===== src/rtl/mem_arb_pkg.sv =====
// Shared types for the unified memory arbiter:
// FSM states, requester IDs and counter width.
package mem_arb_pkg;

  localparam int CNT_W = 4;

  typedef enum logic [1:0] {
    IDLE,
    CMD,
    WAIT,
    RESP
  } arb_state_e;

  typedef enum logic {
    REQ_INSTR,
    REQ_DATA
  } req_id_e;

endpackage


===== src/rtl/arb_latency_timer.sv =====
// Loadable down-counter; done when count hits DONE_AT.
// Ports: clk, rst (async low), load, load_val, dec, done.
module arb_latency_timer
  import mem_arb_pkg::*;
#(
  parameter logic [CNT_W-1:0] DONE_AT = '0
) (
  input  logic             clk,
  input  logic             rst,
  input  logic             load,
  input  logic [CNT_W-1:0] load_val,
  input  logic             dec,
  output logic             done
);

  logic [CNT_W-1:0] count;

  always_ff @(posedge clk or negedge rst) begin
    if (!rst) begin
      count <= '0;
    end else if (load) begin
      count <= load_val;
    end else if (dec) begin
      count <= count - CNT_W'(1);
    end
  end

  assign done = (count == DONE_AT);

endmodule


===== src/rtl/unified_mem_arbiter.sv =====
// Arbitrates fetch and load/store onto one fixed-latency memory port.
// Ports: clk, rst (async low), instr_*, data_*, mem_*. Macro: ARB_STARVE_GUARD_EN.
module unified_mem_arbiter
  import mem_arb_pkg::*;
#(
  parameter int MEM_LATENCY  = 1,
  parameter int STARVE_LIMIT = 4
) (
  input  logic        clk,
  input  logic        rst,
  input  logic        instr_read,
  input  logic [31:0] instr_addr,
  output logic        instr_ack,
  output logic [31:0] instr_rdata,
  output logic        instr_stall,
  input  logic        data_read,
  input  logic [3:0]  data_write,
  input  logic [31:0] data_addr,
  input  logic [31:0] data_in,
  output logic        data_ack,
  output logic [31:0] data_rdata,
  output logic        data_stall,
  output logic        mem_read,
  output logic [3:0]  mem_write,
  output logic [31:0] mem_addr,
  output logic [31:0] mem_wdata,
  input  logic [31:0] mem_rdata
);

  arb_state_e state, state_nxt;
  req_id_e    owner;
  logic [3:0] be_q;

  logic data_req;
  logic idle;
  logic grant_i;
  logic grant_d;
  logic starve_hit;
  logic lat_done;
  logic capture;

  assign data_req = data_read | (|data_write);
  assign idle     = (state == IDLE);
  assign grant_i  = idle & instr_read & (~data_req | starve_hit);
  assign grant_d  = idle & data_req & ~grant_i;
  assign capture  = (state == WAIT) & lat_done;

  arb_latency_timer u_lat (
    .clk      (clk),
    .rst      (rst),
    .load     (state == CMD),
    .load_val (CNT_W'(MEM_LATENCY - 1)),
    .dec      ((state == WAIT) & ~lat_done),
    .done     (lat_done)
  );

`ifdef ARB_STARVE_GUARD_EN
  // Holds minus the run of starving data grants, so reset/clear (0)
  // means "no run" and each starving grant is a decrement.
  localparam logic [CNT_W-1:0] STARVE_AT =
    CNT_W'((1 << CNT_W) - STARVE_LIMIT);

  arb_latency_timer #(
    .DONE_AT (STARVE_AT)
  ) u_starve (
    .clk      (clk),
    .rst      (rst),
    .load     (grant_i | (grant_d & ~instr_read)),
    .load_val ('0),
    .dec      (grant_d & instr_read),
    .done     (starve_hit)
  );
`else
  logic unused_starve_limit;
  assign unused_starve_limit = |STARVE_LIMIT;
  assign starve_hit = 1'b0;
`endif

  always_ff @(posedge clk or negedge rst) begin
    if (!rst) begin
      state <= IDLE;
    end else begin
      state <= state_nxt;
    end
  end

  always_comb begin
    state_nxt = state;
    unique case (state)
      IDLE: if (grant_i | grant_d) state_nxt = CMD;
      CMD:  state_nxt = (|be_q) ? RESP : WAIT;
      WAIT: if (lat_done) state_nxt = RESP;
      RESP: state_nxt = IDLE;
      default: state_nxt = IDLE;
    endcase
  end

  always_ff @(posedge clk or negedge rst) begin
    if (!rst) begin
      owner       <= REQ_INSTR;
      be_q        <= '0;
      mem_addr    <= '0;
      mem_wdata   <= '0;
      instr_rdata <= '0;
      data_rdata  <= '0;
    end else begin
      if (grant_i) begin
        owner    <= REQ_INSTR;
        be_q     <= '0;
        mem_addr <= instr_addr;
      end else if (grant_d) begin
        owner     <= REQ_DATA;
        be_q      <= data_write;
        mem_addr  <= data_addr;
        mem_wdata <= data_in;
      end
      if (capture) begin
        if (owner == REQ_INSTR) begin
          instr_rdata <= mem_rdata;
        end else begin
          data_rdata <= mem_rdata;
        end
      end
    end
  end

  assign mem_read  = (state == CMD) & ~(|be_q);
  assign mem_write = (state == CMD) ? be_q : 4'b0000;

  assign instr_ack   = (state == RESP) & (owner == REQ_INSTR);
  assign data_ack    = (state == RESP) & (owner == REQ_DATA);
  assign instr_stall = instr_read & ~instr_ack;
  assign data_stall  = data_req & ~data_ack;

endmodule


===== config.mk =====
export PLATFORM = sky130hd
export DESIGN_NAME = unified_mem_arbiter
export DESIGN_NICKNAME = d
export VERILOG_FILES = /design/src/rtl/mem_arb_pkg.sv /design/src/rtl/arb_latency_timer.sv /design/src/rtl/unified_mem_arbiter.sv
export SDC_FILE = /design/constraint.sdc
export NUM_CORES = 1
export LEC_CHECK = 0
export ABC_AREA = 0
export ABC_CLOCK_PERIOD_IN_PS = 5800
export CAP_MARGIN = 20
export CORE_UTILIZATION = 44
export CTS_CLUSTER_SIZE = 10
export DETAILED_ROUTE_END_ITERATION = 6
export GPL_TIMING_DRIVEN = 0
export PLACE_DENSITY = 0.86
export SKIP_LAST_GASP = 1
export SYNTH_ARGS = -nofsm -noshare
export SYNTH_HDL_FRONTEND = slang
export SYNTH_SLANG_ARGS = --single-unit

===== constraint.sdc =====
create_clock -name clk -period 5.8 [get_ports clk]
set_input_delay 1.16 -clock clk [delete_from_list [all_inputs] [get_ports clk]]
set_output_delay 1.16 -clock clk [all_outputs]
set_load 0.02 [all_outputs]

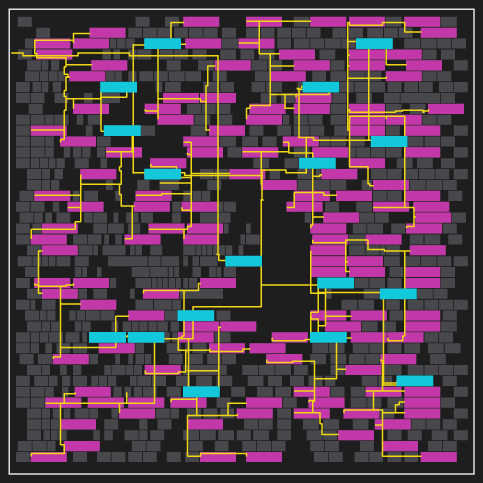
*Clock wires, drivers and flops*
(4 px per micron)
[magenta] flip-flops | count: 139
[yellow] clock wires | length: 1,720 microns
[cyan] clock drivers | count: 17
routed clock nets: 18
flops lie: all over the die
Clock Skews: 5.573 ps
clock power share: 19.1%
clock-net power: 1.05 mW
later-pin clock latency in the skew report: 420 ps

==> reports/summary.log <==
qor: outcome.outcome completed
qor: cts.ctsHtreeMaxLevel 4
qor: floorplanning.initial_core_utilization 45.18%
qor: synthesis.share_of_flip_flops_with_an_asynchronous_set_or_reset_after_synthesis 100.0%
qor: final_timing.final_min_period_over_clock_period 74.94%
qor: global_route.grt_pass1_vias 4,759
qor: cts.post-cts-setup-buffer-count 0
qor: drt.postRouteWirelength 15,890 microns
qor: drt.detail_route.first_pass.iterations 4
qor: cts.clk_pin_slew_worst_paths 50 ps
qor: power.ir_worst_vdd 0.2743 mV
qor: floorplanning.total_die_area 13,420 sq um
qor: final_timing.rel_slew_slack 62.62%
qor: synthesis.synth.ff_latch_count 139
qor: drt.ant_nets 0
qor: final_layout.lay_top_cells clkdlybuf4s50_1, dfrtp_1, mux2_2
qor: drt.post_drt_wl_per_cell 17.77 microns
qor: final_layout.most_numerous_logic_cell_after_layout clkdlybuf4s50_1
qor: drt.drt_iter0_markers 218
qor: drt.vias 4,474
qor: setup_path.setup.worst_path.class primary input to output pin
qor: place.post-dp-hpwl 11,900 microns
qor: synthesis.synth_warnings 0
qor: final_timing.grt_setup_unrepaired no
qor: synthesis.synthFlopType dfrtp_1
qor: place.port_buf_inserts 272
qor: final_layout.ant_diodes 0
qor: drt.detail_route.drc_violations 0
qor: final_timing.report.final.slew_viol_count 0
qor: global_route.gr-usage-all-layers 24.50%
qor: cts.clock_tree.root_cell clkbuf_16
qor: power.total_power_density_per_cell_area 592.9 nW/um^2
qor: cts.cts.sink_count 139
qor: floorplanning.floorplan.core_area 12,620 sq um
qor: final_layout.layout.nets 853
qor: place.place.gp.congestion 0.7968
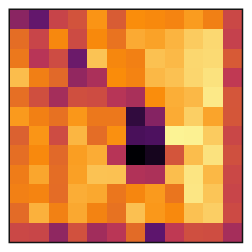
*Cell density map*
(2 px per micron) 12 x 12 tiles, from black (low) to pale yellow (high), 0 to 100% covered.
mean over tiles: 67%
tiles over 75% full: 38%
nearly empty tiles: 0.70%
fullest tile: 97%
emptiest ninth of the die: center

-- final timing paths --
kind / end / startpoint / slack [ps] / cells past startpoint
worst min register to register: mem_wdata[4] / mem_wdata[4] / 490 / 1
worst max-delay path: data_stall / data_write[1] / 1450 / 6
worst max register to register: instr_rdata[2] / u_lat.count[0] / 3560 / 7
worst min-delay path: mem_wdata[4] / mem_wdata[4] / 490 / 1
max in group asynchronous: mem_addr[7] / rst / 4300 / 2
min in group asynchronous: data_rdata[15] / rst / 690 / 1
-- sequential cells by signal, indices dropped and copies added (netlist names) --
name / cells
state: 2
instr_rdata: 32
be_q: 4
u_lat.count: 4
mem_addr: 32
owner: 1
mem_wdata: 32
data_rdata: 32
-- final cells by class --
type | count | area (sq um)
sequential | 139 | 3478
fill | 833 | 3381
timing repair buffer | 273 | 2751
multi-input combinational | 248 | 2062
clock buffer | 23 | 478.0
tap | 172 | 215.2
buffer | 25 | 138.9
clock inverter | 8 | 92.59
inverter | 6 | 22.52
-- Yosys cell counts (2+ instances only) --
master | count | area (sq um)
a21oi_1 | 33 | 165.2
a22o_1 | 5 | 43.79
and2_1 | 6 | 37.54
buf_2 | 6 | 30.03
buf_4 | 4 | 30.03
buf_6 | 3 | 33.78
clkbuf_1 | 12 | 45.04
dfrtp_1 | 139 | 3478
ha_1 | 7 | 87.58
inv_1 | 6 | 22.52
mux2_1 | 30 | 337.8
mux2_2 | 67 | 754.5
nand2_1 | 6 | 22.52
nand3_1 | 3 | 15.01
nor2_1 | 9 | 33.78
nor2b_1 | 34 | 212.7
nor3_1 | 2 | 10.01
o22ai_1 | 32 | 200.2
xor2_1 | 2 | 17.52
-- logic make-up (layout without fill, tap and decap cells) --
group | after synthesis | after routing | share of synthesized area, %
and+or+nand+nor | 68 | 68 | 7.110
muxes | 97 | 97 | 19.16
AOI/OAI and AO/OA | 73 | 73 | 7.900
buffers and inverters | 31 | 335 | 2.831
adders and majority gates | 7 | 7 | 1.536
xor gates and xnor gates | 3 | 3 | 0.4609
DFF | 139 | 139 | 61.01
-- routing by layer --
layer	up-vias	GRT usage [%]	wire length, microns
met3	28	9.780	1530
met4	0	10.00	341
met5	-	0	0
met2	203	43.17	8124
met1	2170	26.12	5890
li1	2073	-	-
-- metrics by stage --
| stage | std cells | hold slack, ps | TNS (ps) | util [%] | setup slack [ps] |
|---|---|---|---|---|---|
| finish | 894 | 490.5 | 0 | 73.21 | 1453 |
| global route | 894 | 502.5 | 0 | 73.21 | 1315 |
| CTS | 894 | 493.8 | 0 | 73.21 | 1432 |
| detailed placement | 863 | 484.4 | 0 | 68.69 | 1442 |
| global placement | 862 | 471.5 | -226140 | 68.46 | -1635 |
| floorplan | 418 | 478.0 | 0 | - | 2553 |
-- worst max-delay path, cell delays in order --
cell and delay [ps]:
clkdlybuf4s50_1 450, or3_4 430, nor3_4 250, buf_2 300, nor2_1 60, clkdlybuf4s50_1 530
-- report_power, final --
group	total [mW]	leakage, nW	internal, mW	switching [mW]
combinational	2.70	1.89	1.40	1.30
sequential	1.73	1.62	1.46	0.271
clock	1.05	0.283	0.660	0.387
Power is estimated from default activity; no workload was simulated.
